==> src/rtl/regfile_arbiter_pkg.sv <==
// Shared types and constants for the register-file arbiter: lock states,
// requester IDs, default widths and the lock-state grant mask.
package regfile_arb_pkg;

    typedef enum logic [1:0] {
        FREE   = 2'd0,
        LOCK_A = 2'd1,
        LOCK_B = 2'd2
    } lock_state_e;

    localparam logic REQ_A = 1'b0;
    localparam logic REQ_B = 1'b1;

    localparam int DATA_W_DEF   = 8;
    localparam int ADDR_W_DEF   = 3;
    localparam int LOCK_MAX_DEF = 16;

    // Bit 0 allows requester A, bit 1 allows requester B.
    function automatic logic [1:0] lock_mask(input lock_state_e st);
        logic [1:0] m;
        case (st)
            FREE:    m = 2'b11;
            LOCK_A:  m = 2'b01;
            LOCK_B:  m = 2'b10;
            default: m = 2'b11;
        endcase
        return m;
    endfunction

endpackage

==> src/rtl/regfile_arbiter_rr_arbiter2.sv <==
// Two-way round-robin arbiter: masked requests, tie goes to the requester
// that was not granted last. Grant is one-hot or zero.
module rr_arbiter2
    import regfile_arb_pkg::*;
(
    input  logic [1:0] req_i,
    input  logic [1:0] mask_i,
    input  logic       last_i,
    output logic [1:0] gnt_o
);

    logic [1:0] elig_s;

    assign elig_s = req_i & mask_i;

    // One-hot grant selection
    always_comb begin
        gnt_o = 2'b00;
        case (elig_s)
            2'b01:   gnt_o = 2'b01;
            2'b10:   gnt_o = 2'b10;
            2'b11:   gnt_o = (last_i == REQ_B) ? 2'b01 : 2'b10;
            default: gnt_o = 2'b00;
        endcase
    end

endmodule

==> src/rtl/regfile_arbiter.sv <==
// Shares one register-file port set between two requesters with round-robin
// arbitration, an atomic lock with idle timeout, and a two-stage pipeline.
module regfile_arbiter
    import regfile_arb_pkg::*;
#(
    parameter int DATA_W   = DATA_W_DEF,
    parameter int ADDR_W   = ADDR_W_DEF,
    parameter int LOCK_MAX = LOCK_MAX_DEF
) (
    input  logic              clk,
    input  logic              rst_n,
    input  logic              a_valid,
    output logic              a_ready,
    input  logic              a_lock,
    input  logic              a_we,
    input  logic [ADDR_W-1:0] a_raddr1,
    input  logic [ADDR_W-1:0] a_raddr2,
    input  logic [ADDR_W-1:0] a_waddr,
    input  logic [DATA_W-1:0] a_wdata,
    output logic              a_rsp_valid,
    output logic [DATA_W-1:0] a_rdata1,
    output logic [DATA_W-1:0] a_rdata2,
    input  logic              b_valid,
    output logic              b_ready,
    input  logic              b_lock,
    input  logic              b_we,
    input  logic [ADDR_W-1:0] b_raddr1,
    input  logic [ADDR_W-1:0] b_raddr2,
    input  logic [ADDR_W-1:0] b_waddr,
    input  logic [DATA_W-1:0] b_wdata,
    output logic              b_rsp_valid,
    output logic [DATA_W-1:0] b_rdata1,
    output logic [DATA_W-1:0] b_rdata2,
    output logic [ADDR_W-1:0] rf_raddr1,
    output logic [ADDR_W-1:0] rf_raddr2,
    output logic [ADDR_W-1:0] rf_waddr,
    output logic [DATA_W-1:0] rf_wdata,
    output logic              rf_we,
    input  logic [DATA_W-1:0] rf_rdata1,
    input  logic [DATA_W-1:0] rf_rdata2,
    output logic              lock_timeout
);

    // The counter only needs to hold LOCK_MAX-1; the LOCK_MAX-th idle cycle fires the timeout.
    localparam int               CNT_W    = (LOCK_MAX > 1) ? $clog2(LOCK_MAX) : 1;
    localparam logic [CNT_W-1:0] CNT_LAST = CNT_W'(LOCK_MAX - 1);
    localparam logic [CNT_W-1:0] CNT_ONE  = CNT_W'(1);

    logic [1:0]        gnt_s;
    logic [1:0]        mask_s;
    logic              accept_s;
    logic              win_s;
    logic              lock_owner_s;
    logic              timeout_s;
    logic              win_lock_s;
    logic              win_we_s;
    logic [ADDR_W-1:0] win_raddr1_s;
    logic [ADDR_W-1:0] win_raddr2_s;
    logic [ADDR_W-1:0] win_waddr_s;
    logic [DATA_W-1:0] win_wdata_s;

    lock_state_e       state_q, state_d;
    logic [CNT_W-1:0]  cnt_q, cnt_d;
    logic              last_q, last_d;

    logic              stg_vld_q, stg_id_q, stg_we_q;
    logic [ADDR_W-1:0] stg_raddr1_q, stg_raddr2_q, stg_waddr_q;
    logic [DATA_W-1:0] stg_wdata_q;

    logic              a_rsp_q, b_rsp_q;
    logic [DATA_W-1:0] a_rdata1_q, a_rdata2_q, b_rdata1_q, b_rdata2_q;

    assign mask_s = lock_mask(state_q);

    rr_arbiter2 u_arb (
        .req_i  ({b_valid, a_valid}),
        .mask_i (mask_s),
        .last_i (last_q),
        .gnt_o  (gnt_s)
    );

    assign a_ready  = gnt_s[0];
    assign b_ready  = gnt_s[1];
    assign accept_s = |gnt_s;
    assign win_s    = gnt_s[1];

    // Select the granted requester's command fields
    always_comb begin
        if (win_s == REQ_B) begin
            win_lock_s   = b_lock;
            win_we_s     = b_we;
            win_raddr1_s = b_raddr1;
            win_raddr2_s = b_raddr2;
            win_waddr_s  = b_waddr;
            win_wdata_s  = b_wdata;
        end else begin
            win_lock_s   = a_lock;
            win_we_s     = a_we;
            win_raddr1_s = a_raddr1;
            win_raddr2_s = a_raddr2;
            win_waddr_s  = a_waddr;
            win_wdata_s  = a_wdata;
        end
    end

    // Lock FSM state, idle counter and last-grant pointer
    always_ff @(posedge clk or negedge rst_n) begin
        if (!rst_n) begin
            state_q <= FREE;
            cnt_q   <= '0;
            last_q  <= REQ_B;
        end else begin
            state_q <= state_d;
            cnt_q   <= cnt_d;
            last_q  <= last_d;
        end
    end

    // Lock FSM next state
    always_comb begin
        state_d = state_q;
        cnt_d   = cnt_q;
        last_d  = last_q;
        case (state_q)
            FREE: begin
                cnt_d = '0;
                if (accept_s) begin
                    last_d = win_s;
                    if (win_lock_s) begin
                        state_d = (win_s == REQ_B) ? LOCK_B : LOCK_A;
                    end else begin
                        state_d = FREE;
                    end
                end else begin
                    state_d = FREE;
                end
            end
            LOCK_A, LOCK_B: begin
                if (accept_s) begin
                    last_d  = win_s;
                    cnt_d   = '0;
                    state_d = win_lock_s ? state_q : FREE;
                end else if (timeout_s) begin
                    last_d  = lock_owner_s;
                    cnt_d   = '0;
                    state_d = FREE;
                end else begin
                    cnt_d   = cnt_q + CNT_ONE;
                end
            end
            default: begin
                state_d = FREE;
                cnt_d   = '0;
            end
        endcase
    end

    // Lock FSM outputs: current owner and revocation strobe
    always_comb begin
        lock_owner_s = (state_q == LOCK_B) ? REQ_B : REQ_A;
        if ((state_q != FREE) && !accept_s && (cnt_q == CNT_LAST)) begin
            timeout_s = 1'b1;
        end else begin
            timeout_s = 1'b0;
        end
    end

    assign lock_timeout = timeout_s;

    // Stage register driving the register file; cleared when nothing is accepted
    always_ff @(posedge clk or negedge rst_n) begin
        if (!rst_n) begin
            stg_vld_q    <= 1'b0;
            stg_id_q     <= REQ_A;
            stg_we_q     <= 1'b0;
            stg_raddr1_q <= '0;
            stg_raddr2_q <= '0;
            stg_waddr_q  <= '0;
            stg_wdata_q  <= '0;
        end else if (accept_s) begin
            stg_vld_q    <= 1'b1;
            stg_id_q     <= win_s;
            stg_we_q     <= win_we_s;
            stg_raddr1_q <= win_raddr1_s;
            stg_raddr2_q <= win_raddr2_s;
            stg_waddr_q  <= win_waddr_s;
            stg_wdata_q  <= win_wdata_s;
        end else begin
            stg_vld_q    <= 1'b0;
            stg_id_q     <= REQ_A;
            stg_we_q     <= 1'b0;
            stg_raddr1_q <= '0;
            stg_raddr2_q <= '0;
            stg_waddr_q  <= '0;
            stg_wdata_q  <= '0;
        end
    end

    assign rf_raddr1 = stg_raddr1_q;
    assign rf_raddr2 = stg_raddr2_q;
    assign rf_waddr  = stg_waddr_q;
    assign rf_wdata  = stg_wdata_q;
    assign rf_we     = stg_we_q;

    // Per-requester response strobe and held read data
    always_ff @(posedge clk or negedge rst_n) begin
        if (!rst_n) begin
            a_rsp_q    <= 1'b0;
            b_rsp_q    <= 1'b0;
            a_rdata1_q <= '0;
            a_rdata2_q <= '0;
            b_rdata1_q <= '0;
            b_rdata2_q <= '0;
        end else begin
            a_rsp_q <= stg_vld_q && (stg_id_q == REQ_A);
            b_rsp_q <= stg_vld_q && (stg_id_q == REQ_B);
            if (stg_vld_q && (stg_id_q == REQ_A)) begin
                a_rdata1_q <= rf_rdata1;
                a_rdata2_q <= rf_rdata2;
            end
            if (stg_vld_q && (stg_id_q == REQ_B)) begin
                b_rdata1_q <= rf_rdata1;
                b_rdata2_q <= rf_rdata2;
            end
        end
    end

    assign a_rsp_valid = a_rsp_q;
    assign b_rsp_valid = b_rsp_q;
    assign a_rdata1    = a_rdata1_q;
    assign a_rdata2    = a_rdata2_q;
    assign b_rdata1    = b_rdata1_q;
    assign b_rdata2    = b_rdata2_q;

endmodule

==> config.mk <==
export PLATFORM = sky130hd
export DESIGN_NAME = regfile_arbiter
export DESIGN_NICKNAME = d
export VERILOG_FILES = /design/src/rtl/regfile_arbiter_pkg.sv /design/src/rtl/regfile_arbiter_rr_arbiter2.sv /design/src/rtl/regfile_arbiter.sv
export SDC_FILE = /design/constraint.sdc
export NUM_CORES = 1
export LEC_CHECK = 0
export ABC_AREA = 1
export CORE_MARGIN = 2
export CORE_UTILIZATION = 44
export DETAILED_ROUTE_END_ITERATION = 6
export HOLD_SLACK_MARGIN = 0.05
export MAX_ROUTING_LAYER = met4
export PLACE_DENSITY = 0.85
export SLEW_MARGIN = 20
export SYNTH_ARGS = -nofsm -noshare
export SYNTH_HDL_FRONTEND = slang
export SYNTH_SLANG_ARGS = --single-unit
export TNS_END_PERCENT = 10
==> constraint.sdc <==
create_clock -name clk -period 2.2 [get_ports clk]
set_input_delay 0.22 -clock clk [delete_from_list [all_inputs] [get_ports clk]]
set_output_delay 0.22 -clock clk [all_outputs]
set_load 0.01 [all_outputs]
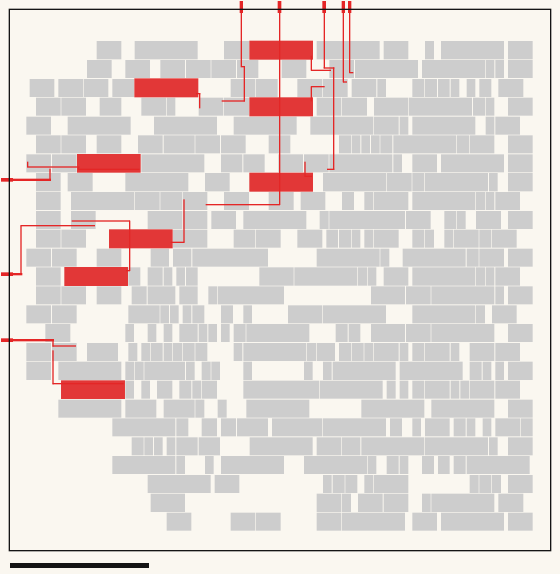
(wires at chosen ports, followed through buffers)
Bar = 20 um.
| colour | port | direction | end cells | buffers | wire |
|---|---|---|---|---|---|
| red | `rf_wdata` | output | 8 | 8 | 205 um |
# IOs: 113
number of port buffers: 112

==> results_slide.txt <==
Run Summary

Final timing
  • Slew Limit Fails: 0
  • Setup Viol. Count Final: 0

Setup path
  • CP arrival: 1.87 ns
  • Critical-path cell list: inv_1 -> ha_1 -> inv_1 -> nand2_2 -> inv_1 -> o21ai_4 -> inv_4 -> clkdlybuf4s50_1
  • Required arrival time at the worst endpoint: 1.98 ns
  • Worst setup SP type: register
  • CP startpoint: state_q[1]$_DFFE_PN0P_
  • Critical path class: register to output port
  • Launch point of the worst reg-to-reg path: state_q[0]$_DFFE_PN0P_

Synthesis
  • Cell count listed in synth_stat.txt: 229
  • Post-synth tally of flip-flops with integrated enable: 0
  • Registers, synthesis: 61
  • Cells after Synth: 229
  • Post-synth top area cell: sky130_fd_sc_hd__dfrtp_1
  • Proportion of synthesized flip-flops having asynchronous set or reset: 100%
  • Most used standard cells in the synthesized netlist: sky130_fd_sc_hd__dfrtp_1, sky130_fd_sc_hd__nand2_1, sky130_fd_sc_hd__o21ai_0
  • Area share of the largest cell type after synthesis: 62.5%

Route
  • Post-route antenna net violation count: 0
  • DRC violation count after routing: 0
  • Via count: 2052

Place
  • Half-perimeter wire length of the detailed placement result: 4330 um
  • Total placed instance area: 3610 um^2
  • Final Wtd Congestion: 0.768

Floorplan
  • DIE WIDTH: 77.9 um
  • Number of placement rows: 26
  • Floorplan Utilization: 46.4%

Clock tree
  • CTS root buffer: sky130_fd_sc_hd__clkbuf_8
  • Total CTS buffers: 9
  • Sinks on Clock Net: 61
  • H-tree lvl count: 3
  • Clock buffer depth: 2
  • Insertion Delay late pin: 0.33 ns

Min path
  • Count of cells along the worst hold path: 1

Global route
  • Pin count of the biggest net entering global routing: 34
  • Number of antenna violations at the first check in global routing: 0
  • Leftover overflow at the end of global routing: 0
  • Global Route Usage Sum: 21.4%

Run status
  • Status: complete, no violations

Pwr
  • Power density relative to cell area: 1330 nW/um^2

Job
  • OpenROAD warning count: 28

Finish
  • Share of cells above drive strength 1: 11.2%
  • Total number of nets in the final design: 414
  • Number of diodes: 0
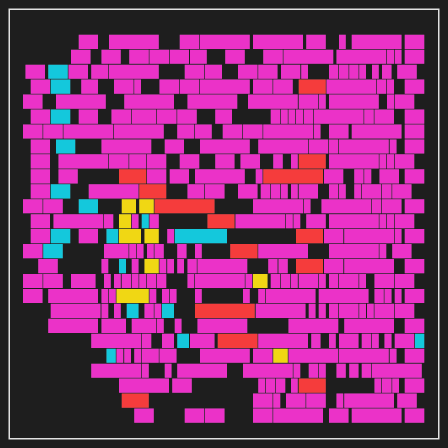
(drive-strength map)
| colour | size | cells |
|---|---|---|
| yellow | drive 3 to 4 | 9 |
| cyan | drive 2 | 17 |
| magenta | drive 1 or less | 317 |
| red | drive 6 and up | 14 |
Non-CTS buffers: 120
Final WS setup: 0.113 ns

worst max-delay path: cells and delay by family, from the launching register on:
family / cells / cell delay [ns]
flip-flops: 1 / 0.36
adder cells (fa/ha/maj): 1 / 0.18
AND-OR/OR-AND: 1 / 0.09
buffers and inverters: 5 / 0.84
AND/OR/NAND/NOR: 1 / 0.07
kinds of logic (layout without fill, tap and decap cells):
kind of cell / Yosys count / after routing / synth area share, %
and+or+nand+nor: 69 / 69 / 12.0
DFF: 61 / 61 / 63.6
AOI/OAI and AO/OA: 53 / 53 / 14.6
buffers and inverters: 40 / 168 / 6.98
adders and majority gates: 4 / 4 / 2.08
xor gates and xnor gates: 2 / 2 / 0.730
through the flow:
step                      total power, mW  worst slack (ns)  utilization [%]
after detailed placement             3.93             0.368             69.8
after global routing                 5.45            0.0163             75.0
after CTS                            5.17            0.0523             74.6
after global placement               3.87             0.402             69.8
after floorplan                      2.75             0.778                -
final                                5.14             0.113             75.0
layout by cell type, fill, tap and decap left out, types with 2 or more instances in the layout:
cell type and n:
sky130_fd_sc_hd__inv_2 2, sky130_fd_sc_hd__nand2_2 3, sky130_fd_sc_hd__clkbuf_1 2, sky130_fd_sc_hd__nor2_1 12, sky130_fd_sc_hd__dfrtp_1 60, sky130_fd_sc_hd__bufinv_16 3
sky130_fd_sc_hd__clkdlybuf4s50_1 109, sky130_fd_sc_hd__dlymetal6s2s_1 2, sky130_fd_sc_hd__a22o_1 9, sky130_fd_sc_hd__ha_1 4, sky130_fd_sc_hd__clkbuf_8 10, sky130_fd_sc_hd__buf_4 6
sky130_fd_sc_hd__a22o_2 8, sky130_fd_sc_hd__nand2_1 44, sky130_fd_sc_hd__nand3_1 7, sky130_fd_sc_hd__inv_1 29, sky130_fd_sc_hd__o21ai_0 35
where the power goes:
part           total [mW]  internal, mW  leakage, nW  switching, mW
registers            1.78          1.58        0.758          0.208
logic                2.16          1.14        0.974           1.02
clock network        1.20         0.783        0.121          0.419
what timing repair did:
| item | 4_1_cts | 5_1_grt |
|---|---|---|
| endpoints found under the hold margin | 28 | 0 |
| hold buffers | 1 | 0 |
| resized | 0 | 2 |
| endpoints found under the setup margin | 0 | 2 |
| setup buffers | 0 | 2 |
layout make-up:
cell class	instances	area, um^2
Sequential cell	61	1530
Multi-Input combinational cell	128	706
Clock buffer	12	145
Clock inverter	4	95.1
Tap cell	70	87.6
Timing Repair Buffer	120	1200
Inverter	32	123
Fill cell	353	1290
layer usage:
layer | track usage [%] | share of wire, %
met2 | 35.2 | 50
met1 | 24.9 | 40
met4 | 8.93 | 2.3
met5 | - | 0
met3 | 5.81 | 7.2
flip-flops by register name, indices dropped and copies added (netlist names):
signal	cells
rf_wdata	8
b_rdata1	8
state_q	2
last_q	1
rf_waddr	3
rf_we	1
stg_vld_q	1
stg_id_q	1
b_rdata2	8
rf_raddr1	3
a_rdata1	8
cnt_q	4
b_rsp_valid	1
rf_raddr2	3
a_rdata2	8
a_rsp_valid	1
No activity file was given, so power comes from the tool's default toggle rates.
